**Wiring by layer**

Scale bar: 50 um.
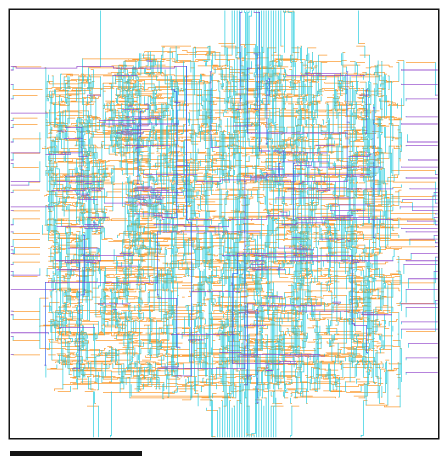
**Clock wiring as the flow saved it**

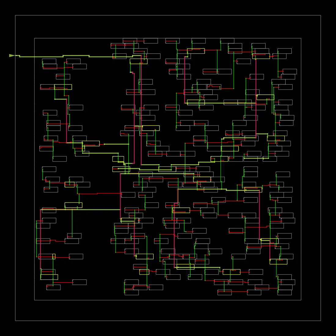
**Clock wires, drivers and flops**

Scale bar: 50 um.
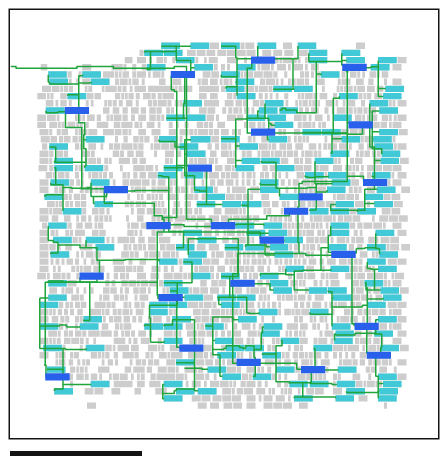
**I/O pins on the die edge**

Pins as bars across the die edge, other pins in grey.
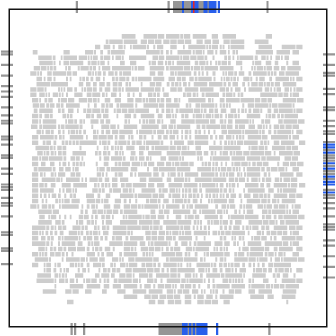
**Zoomed window**

Region (30, 30) to (50, 50) um. Cells in grey, sequential cells in the stronger grey; small squares are vias.
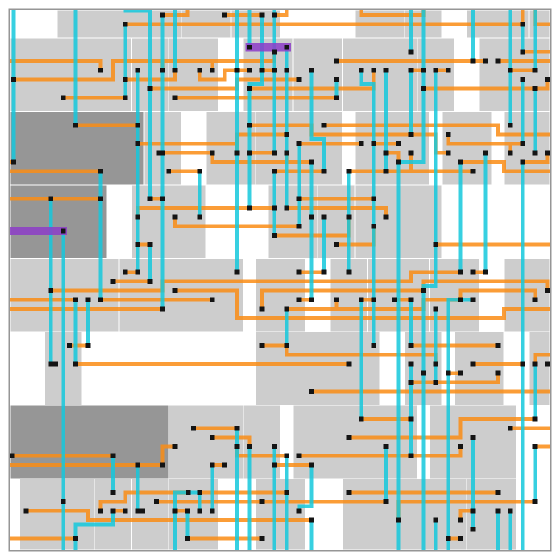
### src/rtl/c5_div_seq.sv
// Iterative radix-2 restoring divider for DIV/DIVU: quotient (LO) and remainder (HI).
// Signed operands are folded to magnitudes in PREP and the signs are re-applied in FIX.
module c5_div_seq #(
  parameter int WIDTH = 32
) (
  input  logic             I_clk,
  input  logic             I_reset,
  input  logic             I_start,
  input  logic             I_signed,
  input  logic [WIDTH-1:0] I_a,
  input  logic [WIDTH-1:0] I_b,
  output logic             O_busy,
  output logic             O_done,
  output logic [WIDTH-1:0] O_quotient,
  output logic [WIDTH-1:0] O_remainder
);

  localparam int CW = $clog2(WIDTH);
  localparam logic [CW-1:0] CNT_INIT = CW'(WIDTH - 1);

  typedef enum logic [1:0] {IDLE, PREP, ITER, FIX} state_t;

  state_t           state_q, state_d;
  logic [WIDTH-1:0] a_q, a_d;     // original dividend, kept for the divide-by-zero remainder
  logic [WIDTH-1:0] b_q, b_d;     // raw divisor, then its magnitude after PREP
  logic [WIDTH-1:0] quo_q, quo_d; // dividend magnitude shifting out, quotient bits shifting in
  logic [WIDTH-1:0] rem_q, rem_d;
  logic [WIDTH-1:0] q_out_q, q_out_d, r_out_q, r_out_d;
  logic [CW-1:0]    cnt_q, cnt_d;
  logic             sgn_q, sgn_d, neg_a_q, neg_a_d, neg_b_q, neg_b_d;
  logic             div0_q, div0_d, done_q, done_d;
  logic [WIDTH:0]   shifted, diff;

  always_comb begin
    state_d = state_q;
    a_d     = a_q;
    b_d     = b_q;
    quo_d   = quo_q;
    rem_d   = rem_q;
    q_out_d = q_out_q;
    r_out_d = r_out_q;
    cnt_d   = cnt_q;
    sgn_d   = sgn_q;
    neg_a_d = neg_a_q;
    neg_b_d = neg_b_q;
    div0_d  = div0_q;
    done_d  = 1'b0;
    shifted = {rem_q, quo_q[WIDTH-1]};
    diff    = shifted - {1'b0, b_q};
    case (state_q)
      IDLE: begin
        if (I_start) begin
          a_d     = I_a;
          b_d     = I_b;
          sgn_d   = I_signed;
          state_d = PREP;
        end
      end
      PREP: begin
        neg_a_d = sgn_q & a_q[WIDTH-1];
        neg_b_d = sgn_q & b_q[WIDTH-1];
        quo_d   = neg_a_d ? (~a_q + 1'b1) : a_q;
        b_d     = neg_b_d ? (~b_q + 1'b1) : b_q;
        div0_d  = (b_q == '0);
        rem_d   = '0;
        cnt_d   = CNT_INIT;
        state_d = ITER;
      end
      ITER: begin
        // A set top bit in shifted already exceeds any divisor, so the subtract
        // always succeeds then and the dropped bit never matters.
        if (!diff[WIDTH]) begin
          rem_d = diff[WIDTH-1:0];
          quo_d = {quo_q[WIDTH-2:0], 1'b1};
        end else begin
          rem_d = shifted[WIDTH-1:0];
          quo_d = {quo_q[WIDTH-2:0], 1'b0};
        end
        cnt_d = cnt_q - 1'b1;
        if (cnt_q == '0) state_d = FIX;
      end
      FIX: begin
        if (div0_q) begin
          q_out_d = '1;
          r_out_d = a_q;
        end else begin
          q_out_d = (neg_a_q ^ neg_b_q) ? (~quo_q + 1'b1) : quo_q;
          r_out_d = neg_a_q ? (~rem_q + 1'b1) : rem_q;
        end
        done_d  = 1'b1;
        state_d = IDLE;
      end
      default: state_d = IDLE;
    endcase
  end

  always_ff @(posedge I_clk) begin
    if (I_reset) begin
      state_q <= IDLE;
      a_q     <= '0;
      b_q     <= '0;
      quo_q   <= '0;
      rem_q   <= '0;
      q_out_q <= '0;
      r_out_q <= '0;
      cnt_q   <= '0;
      sgn_q   <= 1'b0;
      neg_a_q <= 1'b0;
      neg_b_q <= 1'b0;
      div0_q  <= 1'b0;
      done_q  <= 1'b0;
    end else begin
      state_q <= state_d;
      a_q     <= a_d;
      b_q     <= b_d;
      quo_q   <= quo_d;
      rem_q   <= rem_d;
      q_out_q <= q_out_d;
      r_out_q <= r_out_d;
      cnt_q   <= cnt_d;
      sgn_q   <= sgn_d;
      neg_a_q <= neg_a_d;
      neg_b_q <= neg_b_d;
      div0_q  <= div0_d;
      done_q  <= done_d;
    end
  end

  assign O_busy      = (state_q != IDLE);
  assign O_done      = done_q;
  assign O_quotient  = q_out_q;
  assign O_remainder = r_out_q;

endmodule

### config.mk
export PLATFORM = sky130hd
export DESIGN_NAME = c5_div_seq
export DESIGN_NICKNAME = d
export VERILOG_FILES = /design/src/rtl/c5_div_seq.sv
export SDC_FILE = /design/constraint.sdc
export NUM_CORES = 1
export LEC_CHECK = 0
export CORE_MARGIN = 10
export CORE_UTILIZATION = 62
export CTS_CLUSTER_SIZE = 10
export DETAILED_ROUTE_END_ITERATION = 16
export PLACE_DENSITY = 0.86
export REMOVE_ABC_BUFFERS = 1
export SLEW_MARGIN = 20
export SYNTH_ARGS = -nofsm -noshare
export SYNTH_HDL_FRONTEND = slang
export SYNTH_SLANG_ARGS = --single-unit
### constraint.sdc
create_clock -name I_clk -period 9.55 [get_ports I_clk]
set_clock_uncertainty 0.15 [all_clocks]
set_input_delay 1.91 -clock I_clk [delete_from_list [all_inputs] [get_ports I_clk]]
set_output_delay 1.91 -clock I_clk [all_outputs]
set_load 0.005 [all_outputs]
==> reports/metrics.yaml <==
finish:
  final.fill_count: 1553
  comb_share_pct: 53.7
  antenna_cells: 0
  finish.net_count: 1828
  sh_seq_area_pct: 28.1
  combGateArea_um2: 7810
  buf_share_pct: 9.82
  clock_buffer_count: 28
  most-common-layout-cells: "nand2_1, dfxtp_1, nor2_1"
  drive_gt1_share_pct: 4.07
  largest_class: "multi-input combinational cells"
setup_path:
  cp-start-kind: "flop"
  critical_path_buf_inv_count: 2
  crit_slowest_cell: "buf_4"
  cpPeakStageDelay_ps: 480
  worstSetupPathType: "flop to flop"
  crit_required_ps: 9780
  reg2reg_to: "rem_q[9]"
  cp.depth: 13
  cp-startpoint: "quo_q[31]"
  reg2reg_depth: 13
  endpoint_kind: "flop"
floorplan:
  die-area_um2: 26200
  io_pins: 134
synth:
  synth_cell_types: 66
  ff_type: "dfxtp_1"
  avgSynthCellArea_um2: 7.58
  netlist_area_um2: 12500
  ys_seq_share_pct: 32.8
  netlist.area_leader.share_pct: 32.8
  synthSimpleGateAreaFrac_pct: 21.6
  async_flop_share_pct: 0
  common_cells: "nand2_1, dfxtp_1, nor2_1, o21ai_0, a21oi_1"
  edf_count: 0
global_routing:
  grt_max_degree: 101
  gr-total-overflow: 0
sta:
  rsz0062_at_grt: "false"
  relSlewSlack_pct: 30.4
  finalSetupTns_ps: 0
  hold_viol_final: 0
  fin_crit_sh_pct: 43.7
  worst-slew-pin-transition_ps: 1040
  layout_min_cycle_time_ps: 4170
power:
  combPwrFrac_pct: 49.7
  p_leak_nw: 5.24
  power.density_nw_per_um2: 272
  switching_power_mw: 1.74
drt:
  route.detailed.drc: 0
  wl_met2_um: 16000
  wl_met3_um: 2240
  wl_met1_um: 14300
  top_layer: "met4"
clock_tree:
  htreeDepth: 1
  post_cts_buffers: 0
  cts_hold_buf: 0
  clk_pin_slew_ps: 60
  cts_max_path_buffers: 3
  cts_root_buffer: "clkbuf_16"
placement:
  place_hpwl_um: 23700
  place_area_um2: 13900
  gp_congestion: 0.922
  dp_slack_ps: 5160
worst_hold_path:
  hold-path-endpoint: "O_remainder[22]"
run_status:
  outcome: "finished, final reports clean"
Back to the opening pictures, 'wiring by layer':
[M3] purple | wire length: 2240 um
[M2] cyan | wire length: 16000 um
[M1] orange | wire length: 14300 um
[M4] blue | wire length: 904 um
total number of vias: 12000
DRT Wirelength: 33500 um
total track usage: 24.5%

Back to the opening pictures, 'clock wiring as the flow saved it':
Num CTS Buffers: 24
Clock group: 0.805 mW

Back to the opening pictures, 'clock wires, drivers and flops':
[clock wires] green | length: 2650 um
[clock-net drivers] blue | count: 24
[flip-flops] cyan | count: 204
flops lie: all over the die
Clock Latency Late Sink: 520 ps
clock network fraction of design power: 20.3%

Back to the opening pictures, 'I/O pins on the die edge':
[I_a] blue | pins: 32 | direction: input | edge: 12 bottom, 11 top, 9 right
[O_done] red | pins: 1 | direction: output | edge: top
IO Port Bufs: 133
die width: 162 um
Chip Height: 162 um

Back to the opening pictures, 'zoomed window':
[M2] cyan
[M3] purple
[M1] orange
sequential cells in the window: 2
most frequent: a21oi_1 (8), ha_1 (6), nand2_1 (5)
netlist names of flops here include: b_q (2)
cells with their middle in the window: 42

## flip-flops by register name (all words and copies together) (netlist names), 2 cells and up
name         flops
quo_q           32
a_q             32
rem_q           32
O_quotient      32
b_q             32
cnt_q            5
state_q          2
O_remainder     32
## per-stage QoR
stage / utilization [%] / total power [mW] / instances / hold WS (ps)
after detailed placement: 70.8 / 3.12 / 1956 / 311
after global routing: 74.2 / 4.24 / 1985 / 349
after CTS: 74.1 / 3.94 / 1985 / 328
after global placement: 70.8 / 3.06 / 1956 / 303
after floorplan: - / 2.59 / 1545 / 283
final: 74.2 / 3.96 / 1985 / 327
## worst min-delay path, cell delays in order, from the launching register on
cell and delay [ps]:
dfxtp_1 300, nand2_1 60, o22ai_1 60
No activity file was given, so power comes from the tool's default toggle rates.
